<file path="config.mk">
export PLATFORM = sky130hd
export DESIGN_NAME = id_ex_stage
export DESIGN_NICKNAME = d
export VERILOG_FILES = /design/src/rtl/id_ex_stage.sv
export SDC_FILE = /design/constraint.sdc
export NUM_CORES = 1
export LEC_CHECK = 0
export ABC_AREA = 1
export CORE_UTILIZATION = 25
export CTS_CLUSTER_SIZE = 10
export DETAILED_ROUTE_END_ITERATION = 7
export SKIP_CTS_REPAIR_TIMING = 1
export SLEW_MARGIN = 20
export SYNTH_ARGS = -nofsm -noshare
export SYNTH_HDL_FRONTEND = slang
export SYNTH_SLANG_ARGS = --single-unit
</file>
<file path="constraint.sdc">
create_clock -name clk -period 2.1 [get_ports clk]
set_input_delay 0.42 -clock clk [delete_from_list [all_inputs] [get_ports clk]]
set_output_delay 0.42 -clock clk [all_outputs]
set_load 0.02 [all_outputs]
</file>
<file path="src/rtl/id_ex_stage.sv">
// ID/EX pipeline register for the MIPS32 pipeline: holds one decoded instruction,
// forwards from EX/MEM and MEM/WB, selects ALU operands and stalls on load-use.
module id_ex_stage (
    input  logic        clk,
    input  logic        reset_n,

    input  logic        in_valid,
    output logic        in_ready,
    input  logic [31:0] id_pc,
    input  logic [4:0]  id_rs_addr,
    input  logic [4:0]  id_rt_addr,
    input  logic [31:0] id_rs_data,
    input  logic [31:0] id_rt_data,
    input  logic [31:0] id_imm,
    input  logic [4:0]  id_shamt,
    input  logic        id_alusrc,
    input  logic        id_shift,
    input  logic [2:0]  id_aluop,
    input  logic        id_wr_en,
    input  logic [4:0]  id_wr_addr,
    input  logic        id_is_load,

    input  logic        flush,

    input  logic        exmem_wr_en,
    input  logic [4:0]  exmem_wr_addr,
    input  logic [31:0] exmem_result,
    input  logic        exmem_is_load,
    input  logic        memwb_wr_en,
    input  logic [4:0]  memwb_wr_addr,
    input  logic [31:0] memwb_data,

    output logic        ex_valid,
    input  logic        ex_ready,
    output logic [31:0] ex_a,
    output logic [31:0] ex_b,
    output logic [2:0]  ex_aluop,
    output logic [31:0] ex_pc,
    output logic        ex_wr_en,
    output logic [4:0]  ex_wr_addr,
    output logic        ex_is_load,
    output logic [31:0] ex_store_data
);

    logic        full_q, full_d;
    logic [31:0] pc_q;
    logic [4:0]  rs_addr_q, rt_addr_q;
    logic [31:0] rs_data_q, rs_data_d;
    logic [31:0] rt_data_q, rt_data_d;
    logic [31:0] imm_q;
    logic [4:0]  shamt_q;
    logic        alusrc_q, shift_q;
    logic [2:0]  aluop_q;
    logic        wr_en_q;
    logic [4:0]  wr_addr_q;
    logic        is_load_q;

    logic [31:0] fwd_rs, fwd_rt;
    logic        ld_rs, ld_rt, hazard;
    logic        accept, consume, load_en;

    // A load in EX/MEM has no data yet, so it is excluded from forwarding.
    always_comb begin
        fwd_rs = rs_data_q;
        if (rs_addr_q != 5'd0 && exmem_wr_en && !exmem_is_load && exmem_wr_addr == rs_addr_q)
            fwd_rs = exmem_result;
        else if (rs_addr_q != 5'd0 && memwb_wr_en && memwb_wr_addr == rs_addr_q)
            fwd_rs = memwb_data;
    end

    always_comb begin
        fwd_rt = rt_data_q;
        if (rt_addr_q != 5'd0 && exmem_wr_en && !exmem_is_load && exmem_wr_addr == rt_addr_q)
            fwd_rt = exmem_result;
        else if (rt_addr_q != 5'd0 && memwb_wr_en && memwb_wr_addr == rt_addr_q)
            fwd_rt = memwb_data;
    end

    assign ld_rs = exmem_wr_en && exmem_is_load && exmem_wr_addr != 5'd0 && exmem_wr_addr == rs_addr_q;
    assign ld_rt = exmem_wr_en && exmem_is_load && exmem_wr_addr != 5'd0 && exmem_wr_addr == rt_addr_q;

    // rt always feeds store data, so it stalls even when B takes the immediate.
    assign hazard   = (!shift_q && ld_rs) || ld_rt;
    assign ex_valid = full_q && !hazard;
    assign in_ready = !full_q || (ex_valid && ex_ready);
    assign accept   = in_valid && in_ready;
    assign consume  = ex_valid && ex_ready;
    assign load_en  = !flush && accept;

    always_comb begin
        full_d    = full_q;
        rs_data_d = rs_data_q;
        rt_data_d = rt_data_q;
        if (flush) begin
            full_d = 1'b0;
        end else if (accept) begin
            full_d    = 1'b1;
            rs_data_d = id_rs_data;
            rt_data_d = id_rt_data;
        end else if (consume) begin
            full_d = 1'b0;
        end else if (full_q) begin
            // capture forwarded values before the producer retires
            rs_data_d = fwd_rs;
            rt_data_d = fwd_rt;
        end
    end

    always_ff @(posedge clk or negedge reset_n) begin
        if (!reset_n) begin
            full_q    <= 1'b0;
            rs_data_q <= 32'd0;
            rt_data_q <= 32'd0;
        end else begin
            full_q    <= full_d;
            rs_data_q <= rs_data_d;
            rt_data_q <= rt_data_d;
        end
    end

    always_ff @(posedge clk or negedge reset_n) begin
        if (!reset_n) begin
            pc_q      <= 32'd0;
            rs_addr_q <= 5'd0;
            rt_addr_q <= 5'd0;
            imm_q     <= 32'd0;
            shamt_q   <= 5'd0;
            alusrc_q  <= 1'b0;
            shift_q   <= 1'b0;
            aluop_q   <= 3'd0;
            wr_en_q   <= 1'b0;
            wr_addr_q <= 5'd0;
            is_load_q <= 1'b0;
        end else if (load_en) begin
            pc_q      <= id_pc;
            rs_addr_q <= id_rs_addr;
            rt_addr_q <= id_rt_addr;
            imm_q     <= id_imm;
            shamt_q   <= id_shamt;
            alusrc_q  <= id_alusrc;
            shift_q   <= id_shift;
            aluop_q   <= id_aluop;
            wr_en_q   <= id_wr_en;
            wr_addr_q <= id_wr_addr;
            is_load_q <= id_is_load;
        end
    end

    assign ex_a          = shift_q ? fwd_rt : fwd_rs;
    assign ex_b          = shift_q ? {27'd0, shamt_q} : (alusrc_q ? imm_q : fwd_rt);
    assign ex_aluop      = aluop_q;
    assign ex_pc         = pc_q;
    assign ex_wr_en      = wr_en_q;
    assign ex_wr_addr    = wr_addr_q;
    assign ex_is_load    = is_load_q;
    assign ex_store_data = fwd_rt;

endmodule
</file>
**Placement density heat map**

The bar under the picture is 50 microns long. The die is cut into 20 by 20 equal tiles; dark blue is low, red is high, 0 to 100% covered.
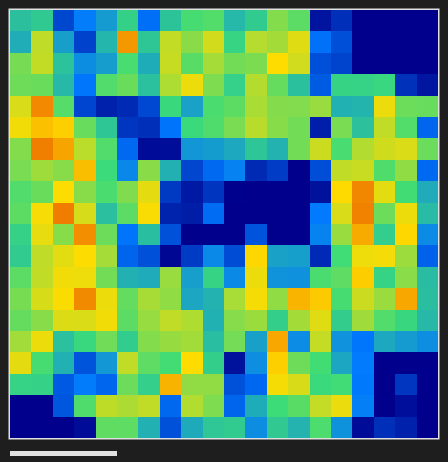
The emptiest ninth of the die: centre. 6.2% of the tiles are over 75% full. 10% of the tiles are nearly empty. The fullest tile reaches 86%. The mean over all tiles is 43%. The densest ninth of the die: west.

**Placed cells, one colour a class**

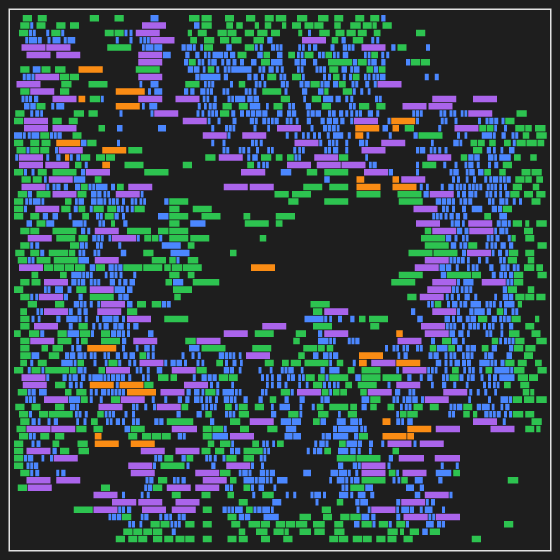
Green marks remaining buffers and delay cells, cells 592. Blue marks combinational and other logic, cells 1297. Purple marks sequential cells, cells 156. Orange marks clock drivers and dummy loads, cells 32.

==> results.sh <==
# flow metrics
export IMPL_outcome="complete, but fails checks"
export IMPL_violations="hold timing, setup timing"
export IMPL_hp_class="input pin to asynchronous set/reset pin"
export IMPL_path_class="register to output port"
export IMPL_synth_seq_cells=156
export IMPL_top_layer="met5"
export IMPL_netlist_area_leader_share=0.397
export IMPL_yosys_area_sq_um=9830
export IMPL_critPathTopFamily="buffers and inverters"
export IMPL_ys_warnings_count=0
export IMPL_grt_max_degree=62
export IMPL_regArea_sq_um=3910
export IMPL_place_area_sq_um=15200
export IMPL_startpoint="rt_addr_q[4]"
export IMPL_wl_met1_microns=21600
export IMPL_clk_pin_slew_ps=70
export IMPL_design_area_sq_um=18000
export IMPL_via_count=12596
export IMPL_fp_util=0.254
export IMPL_dp_worst_setup_slack_ps=-1230
export IMPL_clock_skew_ps=10.3
export IMPL_grt_pass1_vias=12112
export IMPL_common_cells="931 x nand2_1, 156 x dfrtp_1, 135 x nand3_1"
export IMPL_antenna_found_initial=5
export IMPL_top_area_cell="dfrtp_1"
export IMPL_peakVddDrop_mv=0.563
export IMPL_power_density_nw_per_um2=752
export IMPL_totalPowerFinal_mw=13.6
export IMPL_crit_required_ps=1680
export IMPL_crit_chain="buf_6 -> xor2_1 -> a21oi_2 -> nand4_4 -> buf_12 -> buf_6 -> nand2_1 -> nand2_2 -> o21ai_2 -> o21ai_2 -> buf_6"
export IMPL_netlist_area_sq_um=9830
export IMPL_grt_overflow_total=0
export IMPL_cts_tree="done"
export IMPL_r2r_cells=16
export IMPL_die_area_sq_um=40100
export IMPL_clockRootBuffer="clkbuf_16"
export IMPL_rrSetupSlack_ps=-200
export IMPL_wl_microns=52200
export IMPL_wl_met2_microns=24900
export IMPL_worstMarginPinSlew_ps=672
export IMPL_grt_busiest_layer="met2"
export IMPL_timing_fmax_mhz=352
export IMPL_setup_violations=251
export IMPL_max_cap_violations=0
export IMPL_pin_count=377
export IMPL_edf_count=0
export IMPL_die_w_microns=200
export IMPL_vias_per_cell=4.84
export IMPL_cp_slowest_cell="dfrtp_2"
export IMPL_cp_common_cell="buf_6"
export IMPL_regToRegEndpoint="rt_data_q[4]"
export IMPL_reg2reg_from="rs_addr_q[2]"
export IMPL_grtUsageTotal=0.224
export IMPL_place_congestion=0.884
export IMPL_rows=72
export IMPL_topCellsByArea="dfrtp_1 40%, nand2_1 36%, nand3_1 6.9%"
export IMPL_worstSkewPairLatency_ps=440
export IMPL_detail_route_antenna_nets=0
export IMPL_first_pass_iters=7
export IMPL_p_leak_nw=8.99
export IMPL_die_y_microns=200
export IMPL_portBuffers=376
export IMPL_grt_use_met1=0.271
export IMPL_cts_sinks=156
export IMPL_arrival_ps=2420
export IMPL_slowest_delay_ps=470
export IMPL_wl_met3_microns=3830
export IMPL_core_sq_um=38700
export IMPL_htreeDepth=4
export IMPL_ys_cells=1562
export IMPL_dp_hpwl_microns=34400
export IMPL_final_max_slew_viol_count=0
export IMPL_most_common_cell="nand2_1"
export IMPL_yosysSeqAreaShare=0.397
export IMPL_drc=0
export IMPL_cp_max_fo=6
export IMPL_start_kind="register"
export IMPL_period_used=1.35
export IMPL_gr_usage_met2=0.383
export IMPL_numCtsBuffers=17
export IMPL_synth_cells=1562
export IMPL_syn_nets=1799
export IMPL_post_drt_wl_per_cell_microns=20.1
export IMPL_lay_top_count="nand2_1"
export IMPL_worst_setup_path_end_kind="output port"
export IMPL_slew_headroom=0.552
export IMPL_cp_endpoint="ex_b[4]"
export IMPL_finalWorstSetupSlack_ps=-741
export IMPL_ys_types=27
export IMPL_syn2layout_area_growth_pct=83.7
export IMPL_hold_ws_ps=-10.5
export IMPL_drive_above_1_share=0.293
export IMPL_min_period_ps=2840
export IMPL_final_net_count=2301
export IMPL_ys_flop_type="dfrtp_1"
export IMPL_rsz0062_at_grt="true"
export IMPL_met3_usage=0.0530
export IMPL_nFillCells=3849
export IMPL_synth_avg_cell_area_sq_um=6.29
export IMPL_lay_top_cells="759 x nand2_1, 268 x clkdlybuf4s50_1, 153 x dfrtp_1"
export IMPL_crit_buf_inv=4
export IMPL_combGateArea_sq_um=6170
export IMPL_warnings=28
export IMPL_hold_viol=3
export IMPL_synthArstFlopShare=1.00
export IMPL_grt_first_pass_wirelength_microns=69300
export IMPL_worst_path_stages=11
export IMPL_drtIter0Drc=763
export IMPL_clockBufferDepth=2
-- layout make-up --
| type | count | area share |
|---|---|---|
| Sequential cell | 156 | 0.217 |
| Clock buffer | 17 | 0.0236 |
| Inverter | 39 | 0.00894 |
| Antenna cell | 5 | 0.000693 |
| Timing Repair Buffer | 592 | 0.362 |
| Tap cell | 518 | 0.0359 |
| Clock inverter | 15 | 0.0102 |
| Multi-Input combinational cell | 1258 | 0.342 |
-- state kept, by name, indices dropped and copies added, names as in the netlist, 3 cells and up --
| register | flops |
|---|---|
| rs_addr_q | 5 |
| rs_data_q | 32 |
| shamt_q | 5 |
| rt_addr_q | 5 |
| imm_q | 32 |
| ex_pc | 32 |
| ex_wr_addr | 5 |
| ex_aluop | 3 |
| rt_data_q | 32 |
-- how the worst min path moves through the flow --
stage / to / slack [ps] / depth (start not counted)
finish: shamt_q[0] / -10 / 1
global route: shamt_q[1] / 5 / 1
CTS: imm_q[3] / -5 / 1
detailed placement: imm_q[11] / 460 / 2
global placement: imm_q[25] / 450 / 2
floorplan: alusrc_q / 120 / 0
-- logic make-up after synthesis --
group,count (synthesis),share of synthesized area
compound gates,165,0.0879
xor+xnor,7,0.00624
buf+inv,148,0.0708
flops,156,0.397
simple gates,1086,0.438
-- through the flow --
step / hold slack (ps) / setup TNS, ps / std cells / utilization
floorplan: 124 / -500 / 1562 / -
global placement: 454 / -211100 / 2496 / 0.393
detailed placement: 458 / -218760 / 2496 / 0.393
CTS: -5.23 / -157510 / 2528 / 0.409
global route: 5.15 / -116150 / 2598 / 0.466
finish: -10.5 / -85640 / 2600 / 0.466
-- where the power goes --
part,internal (mW),switching [mW],total [mW]
sequential,3.50,0.323,3.82
combinational,2.99,3.49,6.47
clock,1.88,1.40,3.28
Power and IR drop assume default switching activity.
